==> config.mk <==
export PLATFORM = sky130hd
export DESIGN_NAME = irq_encoder_16_4
export DESIGN_NICKNAME = d
export VERILOG_FILES = /design/src/rtl/irq_encoder_pkg.sv /design/src/rtl/prio_enc_16_4.sv /design/src/rtl/irq_encoder_16_4.sv
export SDC_FILE = /design/constraint.sdc
export NUM_CORES = 1
export LEC_CHECK = 0
export CAP_MARGIN = 5
export CORE_MARGIN = 2
export CORE_UTILIZATION = 42
export CTS_CLUSTER_SIZE = 24
export DETAILED_ROUTE_END_ITERATION = 7
export GPL_ROUTABILITY_DRIVEN = 0
export PLACE_DENSITY_LB_ADDON = 0.2
export SYNTH_ARGS = -nofsm -noshare
export SYNTH_HDL_FRONTEND = slang
export SYNTH_SLANG_ARGS = --single-unit
==> constraint.sdc <==
create_clock -name clk -period 2.2 [get_ports clk]
set_clock_uncertainty 0.15 [all_clocks]
set_input_delay 0.44 -clock clk [delete_from_list [all_inputs] [get_ports clk]]
set_output_delay 0.44 -clock clk [all_outputs]
set_load 0.01 [all_outputs]
==> src/rtl/irq_encoder_pkg.sv <==
// Shared constants, FSM state type and index helper for the 16-to-4 interrupt encoder.
package irq_encoder_pkg;

    localparam int N_REQ = 16;
    localparam int IDX_W = 4;

    typedef enum logic {
        ST_IDLE,
        ST_GRANT
    } state_t;

    function automatic logic [N_REQ-1:0] onehot(input logic [IDX_W-1:0] i);
        return N_REQ'(1) << i;
    endfunction

endpackage

==> src/rtl/prio_enc_16_4.sv <==
// Combinational 16-to-4 priority encoder; idx is 0 when no bit is set.
module prio_enc_16_4
    import irq_encoder_pkg::*;
#(
    parameter bit PRIORITY_LSB = 1'b1
) (
    input  logic [N_REQ-1:0] vec,
    output logic [IDX_W-1:0] idx,
    output logic             any
);

    // The loop order makes the last match win, so scan from the lowest-priority end.
    always_comb begin
        idx = '0;
        any = |vec;
        if (PRIORITY_LSB) begin
            for (int i = N_REQ - 1; i >= 0; i--) begin
                if (vec[i]) idx = IDX_W'(i);
            end
        end else begin
            for (int i = 0; i < N_REQ; i++) begin
                if (vec[i]) idx = IDX_W'(i);
            end
        end
    end

endmodule

==> src/rtl/irq_encoder_16_4.sv <==
// Registered 16-to-4 priority encoder with pending register and valid/ack handshake.
//   state    | meaning
//   ST_IDLE  | no live grant; grants the best eligible pending bit when enabled
//   ST_GRANT | valid=1, idx held until ack (clear bit) or enable drop (withdraw)
module irq_encoder_16_4
    import irq_encoder_pkg::*;
#(
    parameter bit PRIORITY_LSB = 1'b1,
    parameter bit EDGE_MODE    = 1'b0
) (
    input  logic             clk,
    input  logic             rst,
    input  logic             enable,
    input  logic [N_REQ-1:0] req,
    input  logic [N_REQ-1:0] mask,
    input  logic             ack,
    output logic [IDX_W-1:0] idx,
    output logic             valid,
    output logic [N_REQ-1:0] pending,
    output logic             multi
);

    state_t           state, state_d;
    logic [IDX_W-1:0] idx_d;
    logic [N_REQ-1:0] req_d;
    logic [N_REQ-1:0] set, clr, elig;
    logic [IDX_W-1:0] enc_idx;
    logic             enc_any;

    assign set   = EDGE_MODE ? (req & ~req_d) : req;
    assign clr   = (state == ST_GRANT && ack) ? onehot(idx) : '0;
    assign elig  = pending & ~mask;
    assign valid = (state == ST_GRANT);
    // Clearing the lowest set bit leaves something only if two or more were set.
    assign multi = enc_any && ((elig & (elig - N_REQ'(1))) != '0);

    prio_enc_16_4 #(
        .PRIORITY_LSB(PRIORITY_LSB)
    ) u_prio (
        .vec(elig),
        .idx(enc_idx),
        .any(enc_any)
    );

    always_ff @(posedge clk or posedge rst) begin
        if (rst) begin
            state   <= ST_IDLE;
            idx     <= '0;
            req_d   <= '0;
            pending <= '0;
        end else begin
            state   <= state_d;
            idx     <= idx_d;
            req_d   <= req;
            pending <= (pending & ~clr) | set;
        end
    end

    always_comb begin
        state_d = state;
        idx_d   = idx;
        case (state)
            ST_IDLE: begin
                if (enable && enc_any) begin
                    idx_d   = enc_idx;
                    state_d = ST_GRANT;
                end
            end
            ST_GRANT: begin
                if (ack || !enable) state_d = ST_IDLE;
            end
            default: state_d = ST_IDLE;
        endcase
    end

endmodule
Run 1, cells colored by class:
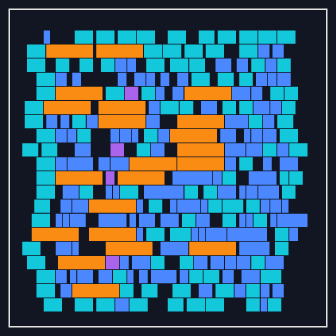
- purple: clock drivers and dummy loads (cells 4; share of their area 1.2%)
- orange: sequential cells (cells 21; share of their area 22%)
- cyan: remaining buffers and delay cells (cells 103; share of their area 39%)
- blue: combinational and other logic (cells 120; share of their area 38%)
total core area: 0.003078 mm²
sequential portion of the cell area: 21.93%
final standard cell area without fillers: 0.002396 mm²
end-of-flow core utilization: 77.85%
standard-cell row count: 20

Run 1, wire density map:
The die is cut into 12 by 12 equal tiles; dark blue is low, red is high, scaled to the fullest tile. Values are wire area over tile area, all layers added.
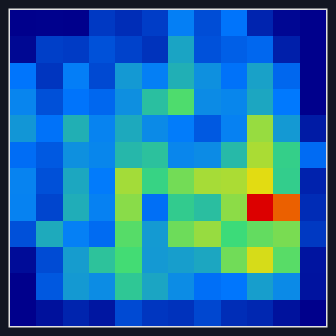
- tiles over half the peak: 15%
- emptiest ninth of the die: north-west
- densest ninth of the die: east
- fullest tile: 0.73
- mean over tiles: 0.21
- nearly empty tiles: 8.3%
via total after detailed routing: 1590
global-route usage over all layers: 28.38%
Routed Wire Length: 4847 µm

==> impl_metrics.tcl, run 1 <==
# collected from the flow reports
set metrics [dict create \
    outcome "complete, but fails checks" \
    failed_checks "negative setup slack" \
    critPathLaunch "pending[11]" \
    cp_num_cells 6 \
    clk_pin_slew_ns 0.12 \
    synthXorXnorAreaFrac_pct 0 \
    fmaxAchievable_mhz 385.0 \
    power.combinational.fraction_pct 35.2 \
    cp-end-kind "primary output" \
    timing.final.ws_setup_ns -0.3971 \
    core_util_floorplan_pct 44.31 \
    placement.io_buffers 57 \
    yosys.cell_count.top_type "nand2b_1" \
    ctsHtreeMaxLevel 1 \
    cts_tree "done" \
    grt_pass1_vias 1640 \
    cts_repair_resize_count 27 \
    async_reset_ff_share_pct 100.0 \
    layout_top_cell "clkdlybuf4s50_1" \
    numPlacedInstances 278 \
    area_growth_pct 75.69 \
    setup_violations 1 \
    sequential_cell_area_um2 525.5 \
    drtPass1Iterations 4 \
    mappedNetlistArea_mm2 0.001364 \
    timing.reg2reg.setup_slack_ns 0.09 \
    critical_path.reg2reg.startpoint "pending[11]" \
    fp.dieW_um 60.99 \
    yosys-stat-cells 143 \
    drt_iter0_markers 82 \
    post_layout_nonfiller_instances 292 \
    layout.cells.largest_class "buffers" \
    grt.overflow.total 0 \
    cp.required_ns 1.61 \
    critPathLaunchType "flip-flop" \
    slowest_stage "dfrtp_1" \
    pre_cts_slack_ns -0.8556 \
    cts.root.buffer_cell "clkbuf_4" \
    count_of_flip_flops_and_latches 21 \
    post_drt_via_cell_ratio 5.445 \
    chipHeight_um 60.99 \
]
Run 1, M4 wires:
Cells faint in the background.
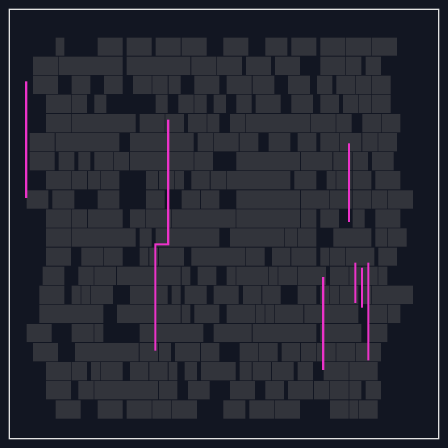
- wire length on this layer: 99.1 µm
- longest straight run: 17.6 µm
- share of all routed wire: 2.0%

Run 1, clock wiring as the flow saved it:
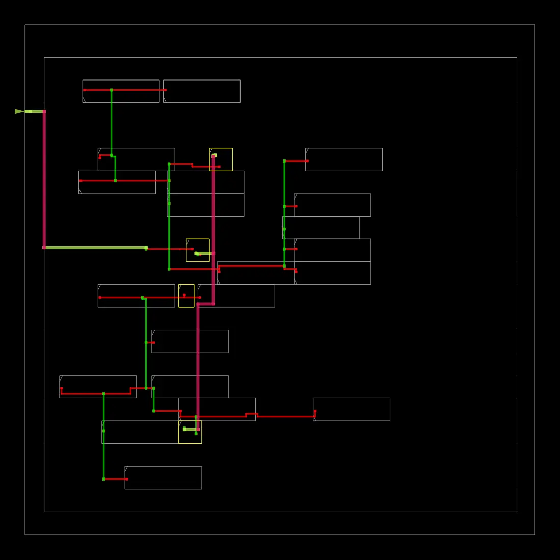
number of clock sinks seen by CTS: 21
clock network power: 187 µW
Layout clock buffers: 3
clock latency of the later-clocked register in the worst-skew pair: 0.31 ns

[run 1: power by group through the flow]
stage / Combinational, mW / Clock (mW) / Sequential [mW]
2_1_floorplan: 0.136 / 0 / 0.440
3_5_place_dp: 0.309 / 0 / 0.444
6_report: 0.340 / 0.187 / 0.438
3_3_place_gp: 0.299 / 0 / 0.443
4_1_cts: 0.330 / 0.192 / 0.437
5_1_grt: 0.360 / 0.209 / 0.441
[run 1: per-layer routing]
| layer | GRT usage (%) | routed length [µm] | up-vias |
|---|---|---|---|
| li1 | - | - | 731 |
| met1 | 34.86 | 2004 | 773 |
| met2 | 49.62 | 2501 | 71 |
| met3 | 4.264 | 241 | 15 |
| met4 | 11.80 | 99 | 0 |
| met5 | 0 | 0 | - |
[run 1: state kept, by name, indices dropped and copies added (netlist names)]
register  cells
valid         1
pending      16
idx           4
Run 1, clock wires, drivers and flops:
The bar under the picture is 20 µm long.
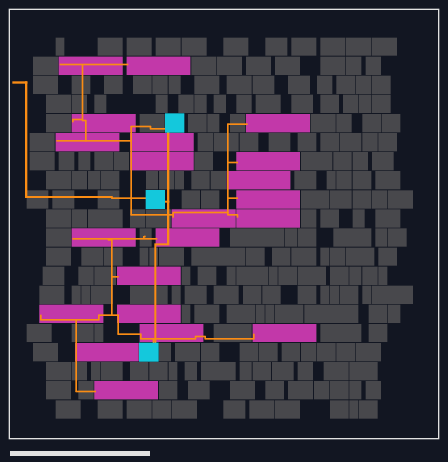

==> run 2: changes to the inputs <==
CTS_CLUSTER_DIAMETER = 60   (was not set)
GPL_ROUTABILITY_DRIVEN = not set   (was 0)
PLACE_DENSITY = 0.87   (was not set)
PLACE_DENSITY_LB_ADDON = not set   (was 0.2)
Run 2, clock wires, drivers and flops:
The bar under the picture is 20 µm long.
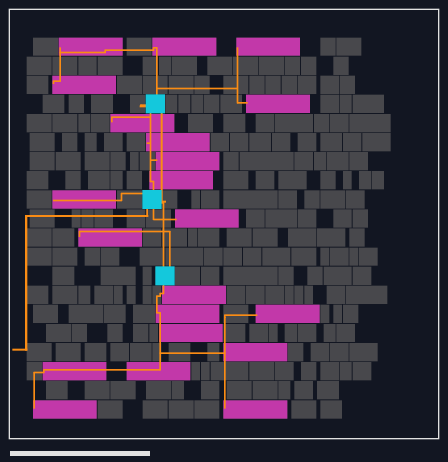
- magenta: flip-flops (count 21)
- orange: clock wires (length 245 µm)
- cyan: clock drivers (count 3)
- routed clock nets: 4
clock latency of the later-clocked register in the worst-skew pair: 0.30 ns
share of power burned in the clock network: 19.4%

==> impl_metrics.tcl, run 2 <==
# collected from the flow reports
set metrics [dict create \
    top_usage_layer "met2" \
    drtPass1Iterations 4 \
    drt_iter0_markers 111 \
    mappedNetlistArea_mm2 0.001364 \
    cp-end-kind "primary output" \
    outcome "complete, but fails checks" \
    power.combinational.fraction_pct 35.4 \
    pre_cts_slack_ns -0.9295 \
    timing.reg2reg.setup_slack_ns 0.15 \
    gr-usage-all-layers_pct 28.67 \
    setup_violations 1 \
    wl_met3_um 297 \
    critPathLaunch "pending[10]" \
    timing.final.ws_setup_ns -0.2942 \
    count_of_flip_flops_and_latches 21 \
    largest_register_ffs 16 \
    dominant_power_group "registers" \
    cts_tree "done" \
    cts.root.buffer_cell "clkbuf_4" \
    grt.overflow.total 0 \
    met1_length_um 2005 \
    chipHeight_um 60.99 \
    clk_pin_slew_ns 0.12 \
    post_drt_via_cell_ratio 5.388 \
    yosys-stat-cells 143 \
    num-clock-buffers 4 \
    postLayoutCellArea_mm2 0.002380 \
    cts_repair_resize_count 30 \
    top_register "pending" \
    cp.required_ns 1.61 \
    synthXorXnorAreaFrac_pct 0 \
    post_layout_nonfiller_instances 289 \
    critical_path.reg2reg.startpoint "pending[2]" \
    sequentialPower_uw 437 \
    grt_pass1_vias 1604 \
    placement.io_buffers 57 \
    layout_top_cell "clkdlybuf4s50_1" \
    grtUsageMet3_pct 5.330 \
    total_core_area_mm2 0.003078 \
    slowest_stage "dfrtp_1" \
    failed_checks "negative setup slack" \
    ctsHtreeMaxLevel 1 \
    numPlacedInstances 276 \
    met1_track_utilization_from_global_routing_pct 37.09 \
    yosys.cell_count.top_type "nand2b_1" \
    cp_num_cells 6 \
]
[run 2: cell types whose count changed in the layout (fill, tap and decap cells not counted), sizes merged]
cell           before  now
clkdlybuf4s50      46   45
clkinv              1    0
clkbuf              3    4
buf                47   44
dlygate4sd2        10   11
[run 2: cell families after synthesis]
family	count (synthesis)
fa+ha+maj	1
compound gates	40
mux	2
buf+inv	7
flops	21
simple gates	72
[run 2: how the worst min path moves through the flow]
stage | from | to | slack [ns] | cells after the start
global route | rst | pending[11] | 0.36 | 3
CTS | rst | pending[9] | 0.38 | 3
finish | rst | pending[9] | 0.36 | 3
global placement | pending[12] | pending[12] | 0.38 | 2
detailed placement | pending[13] | pending[13] | 0.41 | 2
floorplan | rst | idx[0] | 0.27 | 1
Power figures rest on the tool's default switching activity, not on a simulated workload.
